`src/rtl/enc_event_pkg.sv`:
```
// Shared types for the encoder event queue.
// enc_event_t is the 8-bit event word handed to the CPU; the queue stores the
// same layout, and the valid/overflow fields are filled in when a word is popped.
package enc_event_pkg;

    typedef struct packed {
        logic [2:0] cnt;    // number of merged detent clicks
        logic       ovf;    // an event was dropped since the previous read
        logic       vld;    // word carries a queued event
        logic       sw;     // push-switch level
        logic       cw;     // rotation direction, 1 = clockwise
        logic       click;  // event is a detent click
    } enc_event_t;

    localparam int BIT_CLICK  = 0;
    localparam int BIT_CW     = 1;
    localparam int BIT_SW     = 2;
    localparam int BIT_VLD    = 3;
    localparam int BIT_OVF    = 4;
    localparam int BIT_CNT_LO = 5;

    localparam logic [2:0] CNT_MAX = 3'd7;

    // Build a fresh queue entry from the decode-stage inputs.
    function automatic enc_event_t make_entry(input logic click, input logic cw, input logic sw);
        enc_event_t e;
        e       = 8'h00;
        e.click = click;
        e.cw    = cw;
        e.sw    = sw;
        e.cnt   = click ? 3'd1 : 3'd0;
        return e;
    endfunction

endpackage

```
`src/rtl/enc_event_fifo.sv`:
```
// Circular event store for the encoder queue.
// Ports: clk/reset (sync, active-high); push writes wr_data at the tail;
// pop advances the head; rewrite replaces the most recently written entry
// with rewrite_data (used when clicks are merged). head_data/tail_data are
// combinational views of the oldest and newest entries. level is the
// registered entry count (0..DEPTH); nonempty_next is what level != 0 will
// be after the coming edge.
module enc_event_fifo
    import enc_event_pkg::*;
#(
    parameter  int DEPTH = 8,
    localparam int PTR_W = $clog2(DEPTH),
    localparam int LVL_W = $clog2(DEPTH) + 1
) (
    input  logic             clk,
    input  logic             reset,
    input  logic             push,
    input  logic             pop,
    input  logic             rewrite,
    input  enc_event_t       wr_data,
    input  enc_event_t       rewrite_data,
    output enc_event_t       head_data,
    output enc_event_t       tail_data,
    output logic [LVL_W-1:0] level,
    output logic             nonempty_next
);

    localparam logic [PTR_W-1:0] PTR_ONE = {{(PTR_W-1){1'b0}}, 1'b1};
    localparam logic [LVL_W-1:0] LVL_ONE = {{(LVL_W-1){1'b0}}, 1'b1};

    enc_event_t       mem_r [DEPTH];
    logic [PTR_W-1:0] head_r;
    logic [PTR_W-1:0] tail_r;
    logic [PTR_W-1:0] tail_last_s;
    logic [LVL_W-1:0] level_r;
    logic [LVL_W-1:0] level_next_s;

    // Newest entry sits one slot behind the write pointer (wraps naturally).
    assign tail_last_s = tail_r - PTR_ONE;
    assign head_data   = mem_r[head_r];
    assign tail_data   = mem_r[tail_last_s];
    assign level       = level_r;

    // Next entry count from this cycle's push/pop pair.
    always_comb begin
        level_next_s = level_r;
        case ({push, pop})
            2'b10:   level_next_s = level_r + LVL_ONE;
            2'b01:   level_next_s = level_r - LVL_ONE;
            default: level_next_s = level_r;
        endcase
        nonempty_next = (level_next_s != {LVL_W{1'b0}});
    end

    // Entry storage; contents are don't-care until covered by the pointers.
    always_ff @(posedge clk) begin
        if (push) begin
            mem_r[tail_r] <= wr_data;
        end else if (rewrite) begin
            mem_r[tail_last_s] <= rewrite_data;
        end
    end

    // Pointers and entry counter.
    always_ff @(posedge clk) begin
        if (reset) begin
            head_r  <= {PTR_W{1'b0}};
            tail_r  <= {PTR_W{1'b0}};
            level_r <= {LVL_W{1'b0}};
        end else begin
            if (push) begin
                tail_r <= tail_r + PTR_ONE;
            end
            if (pop) begin
                head_r <= head_r + PTR_ONE;
            end
            level_r <= level_next_s;
        end
    end

endmodule

```
`src/rtl/encoder_event_queue.sv`:
```
// Encoder event queue: buffers encoder state changes for CPU polling.
// Optional feature macro: ENC_EVENT_COALESCE_EN merges repeated identical
// clicks into the newest entry (count up to 7) instead of consuming slots.
// Ports: clk, reset (sync, active-high); event_stb with click/clockwise/switch
// qualifiers; rd_stb pops the oldest entry into event_reg. Outputs: event_reg
// (registered event word), level (entries queued), irq (level != 0),
// overflow (sticky drop flag, cleared by any read).
module encoder_event_queue
    import enc_event_pkg::*;
#(
    parameter  int DEPTH = 8,
    localparam int LVL_W = $clog2(DEPTH) + 1
) (
    input  logic             clk,
    input  logic             reset,
    input  logic             event_stb,
    input  logic             click,
    input  logic             clockwise,
    input  logic             switch,
    input  logic             rd_stb,
    output logic [7:0]       event_reg,
    output logic [LVL_W-1:0] level,
    output logic             irq,
    output logic             overflow
);

    localparam logic [LVL_W-1:0] FULL_LVL = LVL_W'(DEPTH);

    logic [LVL_W-1:0] level_s;
    logic             nonempty_next_s;
    logic             empty_s;
    logic             full_s;
    logic             pop_s;
    logic             push_s;
    logic             merge_s;
    logic             drop_s;
    enc_event_t       in_entry_s;
    enc_event_t       head_s;
    enc_event_t       merged_s;
    logic [7:0]       pop_word_s;
    logic [7:0]       empty_word_s;
    logic [7:0]       event_r;
    logic             overflow_r;
    logic             irq_r;

    assign empty_s    = (level_s == {LVL_W{1'b0}});
    assign full_s     = (level_s == FULL_LVL);
    assign pop_s      = rd_stb && !empty_s;
    assign in_entry_s = make_entry(click, clockwise, switch);

`ifdef ENC_EVENT_COALESCE_EN
    localparam logic [LVL_W-1:0] LVL_ONE = {{(LVL_W-1){1'b0}}, 1'b1};
    enc_event_t tail_s;

    // Merge a click into an identical newest entry unless that entry is leaving now.
    always_comb begin
        merged_s     = tail_s;
        merged_s.cnt = tail_s.cnt + 3'd1;
        if (event_stb && click && !empty_s && tail_s.click &&
            (tail_s.cw == clockwise) && (tail_s.sw == switch) &&
            (tail_s.cnt < CNT_MAX) && !(rd_stb && (level_s == LVL_ONE))) begin
            merge_s = 1'b1;
        end else begin
            merge_s = 1'b0;
        end
    end
`else
    assign merge_s  = 1'b0;
    assign merged_s = 8'h00;
`endif

    // A full queue still accepts an event when a pop frees a slot in the same cycle.
    assign push_s = event_stb && !merge_s && (!full_s || pop_s);
    assign drop_s = event_stb && !merge_s && full_s && !pop_s;

    enc_event_fifo #(.DEPTH(DEPTH)) u_fifo (
        .clk          (clk),
        .reset        (reset),
        .push         (push_s),
        .pop          (pop_s),
        .rewrite      (merge_s),
        .wr_data      (in_entry_s),
        .rewrite_data (merged_s),
        .head_data    (head_s),
`ifdef ENC_EVENT_COALESCE_EN
        .tail_data    (tail_s),
`else
        .tail_data    (),
`endif
        .level        (level_s),
        .nonempty_next(nonempty_next_s)
    );

    // Words presented to the CPU for a successful and an empty read.
    always_comb begin
        pop_word_s            = head_s;
        pop_word_s[BIT_VLD]   = 1'b1;
        pop_word_s[BIT_OVF]   = overflow_r;
        empty_word_s          = 8'h00;
        empty_word_s[BIT_OVF] = overflow_r;
    end

    // Event word, sticky overflow and interrupt registers.
    always_ff @(posedge clk) begin
        if (reset) begin
            event_r    <= 8'h00;
            overflow_r <= 1'b0;
            irq_r      <= 1'b0;
        end else begin
            irq_r <= nonempty_next_s;
            // A drop in the same cycle as a read keeps the flag for the next read.
            if (drop_s) begin
                overflow_r <= 1'b1;
            end else if (rd_stb) begin
                overflow_r <= 1'b0;
            end
            if (rd_stb) begin
                event_r <= pop_s ? pop_word_s : empty_word_s;
            end
        end
    end

    assign event_reg = event_r;
    assign level     = level_s;
    assign irq       = irq_r;
    assign overflow  = overflow_r;

endmodule

```
`config.mk`:
```
export PLATFORM = sky130hd
export DESIGN_NAME = encoder_event_queue
export DESIGN_NICKNAME = d
export VERILOG_FILES = /design/src/rtl/enc_event_pkg.sv /design/src/rtl/enc_event_fifo.sv /design/src/rtl/encoder_event_queue.sv
export SDC_FILE = /design/constraint.sdc
export NUM_CORES = 1
export LEC_CHECK = 0
export ABC_AREA = 1
export CORE_ASPECT_RATIO = 1.75
export CORE_MARGIN = 2
export CORE_UTILIZATION = 40
export CTS_BUF_LIST = sky130_fd_sc_hd__clkbuf_4 sky130_fd_sc_hd__clkbuf_8
export DETAILED_ROUTE_END_ITERATION = 8
export GPL_ROUTABILITY_DRIVEN = 0
export GPL_TIMING_DRIVEN = 1
export PLACE_DENSITY = 0.7
export SYNTH_ARGS = -nofsm -noshare
export SYNTH_HDL_FRONTEND = slang
export SYNTH_SLANG_ARGS = --single-unit
```
`constraint.sdc`:
```
create_clock -name clk -period 2 [get_ports clk]
set_input_delay 0.4 -clock clk [delete_from_list [all_inputs] [get_ports clk]]
set_output_delay 0.4 -clock clk [all_outputs]
set_load 0.01 [all_outputs]
```
==> images/final_congestion.png <==
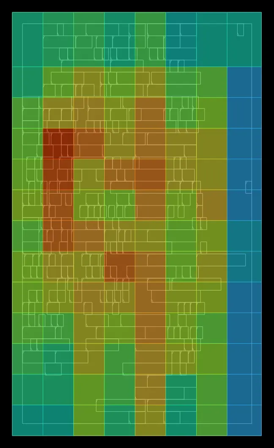
Most Used Layer, Global Route: met2
met2 GRT Util: 34.8%
WL/cell: 13.6 um
global routing met3 resource utilization: 2.58%

==> results.cfg <==
; synthesis and place-and-route metrics
[run]
maxCapViolations = 0
tool_warnings = 26

[logic_synthesis]
xor_share_pct = 0.462
yosysMostFrequentCell = nor2_1
yosys_cells = 203
ys.flop_type = edfxtp_1
yosys.stat.seqShare_pct = 59.2
ys_sh_mux_pct = 0
yosys.area_share.adder_pct = 1.98
synth.top_cell.area_share_pct = 38.0
ys_types = 23
syn_area_per_cell_um2 = 9.33
synth-async-reset-ratio_pct = 0
synth-edff-count = 24
postSynthCellCount = 203
yosys-stat-area_um2 = 1890
largest_area_cell = edfxtp_1
common_cells = nor2_1, nand2_1, edfxtp_1, dfxtp_1, inv_1
compound_area_share_pct = 12.0
syn_area_um2 = 1890
ys_ff = 44
synth.top_cells.by_area = edfxtp_1, dfxtp_1, nor2_1
ys_top_logic_family = simple AND/OR/NAND/NOR gates

[cts]
postCtsSetupRepairBufs = 0
clock-sinks = 44
cts_tree = built
clkTransAtPathRegs_ns = 0.07
cts_buffer_depth = 2
cts_hold_repair.buffers = 0
cts_root_buf = clkbuf_8
cts_buffers = 5
htree_num_levels = 2

[die]
dieHeight_um = 95.0
design.core.area_um2 = 4620
die_width_um = 56.0
initCoreUtil_pct = 41.0

[final_layout]
comb_area_um2 = 648
drive_gt1_share_pct = 18.9
fin_cells = 295
postLayoutCoreUtil_pct = 51.1
largest_reg_flops = 24
syn2layout_area_growth_pct = 24.7
final_cell_area_um2 = 2360
fill_cells = 431
final-seq-area_um2 = 1120
nNetsFinal = 252

[drt]
totalWireLength_mm = 4.02
vias_per_cell = 4.88
remaining_drc_errors = 0
final_antenna_net_count = 0
drtIter0Drc = 18

[timing]
fin_skew_ns = 0.00451
finalSetupViolations = 0
post-route-period-util_pct = 88.9
worst_slack_ns = 0.221
holdWs_ns = 0.462
rsz0062_at_grt = no
slew_viol_final = 0
fmax_ghz = 0.562
hold_viol = 0
period_minus_slack_ns = 1.78

[worst_setup_path]
max_stage_delay_ns = 0.57
cp_num_buf_inv = 3
start_kind = input pin
cp.depth = 11
path_max_fanout = 5
crit_slowest_cell = clkdlybuf4s50_1
critical_path.top_delay_family = buffers and inverters
critPathKind = in -> reg
path_cells = clkdlybuf4s50_1 -> nand4_1 -> nand2_1 -> inv_2 -> ha_1 -> inv_1 -> nand2_1 -> nand3_1 -> nand2_1 -> nor2_1 -> nand2_1
required_ns = 2.18
cp-end-kind = flop
reg2regPathDepth = 12

[global_route]
antenna_found_initial = 0
grt_max_degree = 14
overflow = 0
grt_pass1_wl_mm = 6.33
grt_pass1_vias = 1365
grt.total_usage_pct = 16.0

[placed_design]
place_ws_ns = -0.0900
placed_cell_area_um2 = 2250
place_hpwl_mm = 3.19
place_inst = 287

[pwr]
cellLeakagePower_nw = 0.962
power.total_w = 0.00250
powerDensity_nw_per_um2 = 1060

[outcome]
status = finished clean

[worst_hold_path]
holdPathStages = 1
holdCritPathClass = reg -> reg
==> images/port_nets.png <==
Bar = 20 um.
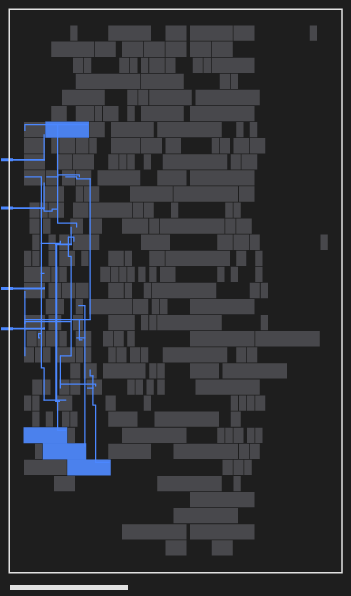
| colour | port | bits | direction | edge | end cells | buffers | wire |
|---|---|---|---|---|---|---|---|
| blue | level | 4 | output | left | 4 | 7 | 304 um |
Top Ports: 21
IO buf count: 18

-- worst paths after layout --
path | start | end | slack, ns
worst max-delay path | rd_stb | irq | 0.22
worst min-delay path | u_fifo.head_r[2] | flop | 0.46
worst min register to register | u_fifo.head_r[2] | flop | 0.46
worst max register to register | u_fifo.level[1] | irq | 0.33
-- layer usage --
layer / GRT usage, % / up-vias / part of all wire [%]
met3: 2.58 / 6 / 1.9
met1: 13.1 / 665 / 34
li1: - / 754 / -
met4: 7.34 / 0 / 2.0
met2: 34.8 / 16 / 62
met5: 0 / - / 0
-- placed cells by master, fill, tap and decap left out --
master | netlist | final
nor2_1 | 34 | 34
nand2_2 | 5 | 5
dfxtp_1 | 20 | 20
nand4_2 | 1 | 1
a2bb2oi_1 | 1 | 1
conb_1 | 1 | 2
clkbuf_8 | 0 | 5
clkbuf_4 | 0 | 1
o21ai_0 | 14 | 14
edfxtp_1 | 24 | 24
clkdlybuf4s50_1 | 0 | 18
xnor2_1 | 1 | 1
buf_4 | 3 | 19
bufinv_16 | 0 | 1
a21oi_1 | 10 | 10
nand2_1 | 25 | 25
inv_2 | 8 | 8
nand4_1 | 3 | 3
o21ai_1 | 9 | 9
inv_1 | 17 | 17
clkinv_2 | 0 | 1
nand3_1 | 9 | 9
nor2_2 | 3 | 3
ha_1 | 3 | 3
nand3_2 | 2 | 2
o211ai_1 | 7 | 7
-- cell type report --
class / count / area share (%)
Clock buffer: 6 / 3.23
Clock inverter: 2 / 1.48
Inverter: 25 / 3.97
Multi-Input combinational cell: 129 / 27.4
Sequential cell: 44 / 47.5
Tap cell: 52 / 2.75
Timing Repair Buffer: 37 / 13.7
-- report_power, final --
group	internal, W	switching [W]
Sequential	0.00104	0.0000735
Combinational	0.000322	0.000402
Clock	0.000384	0.000272
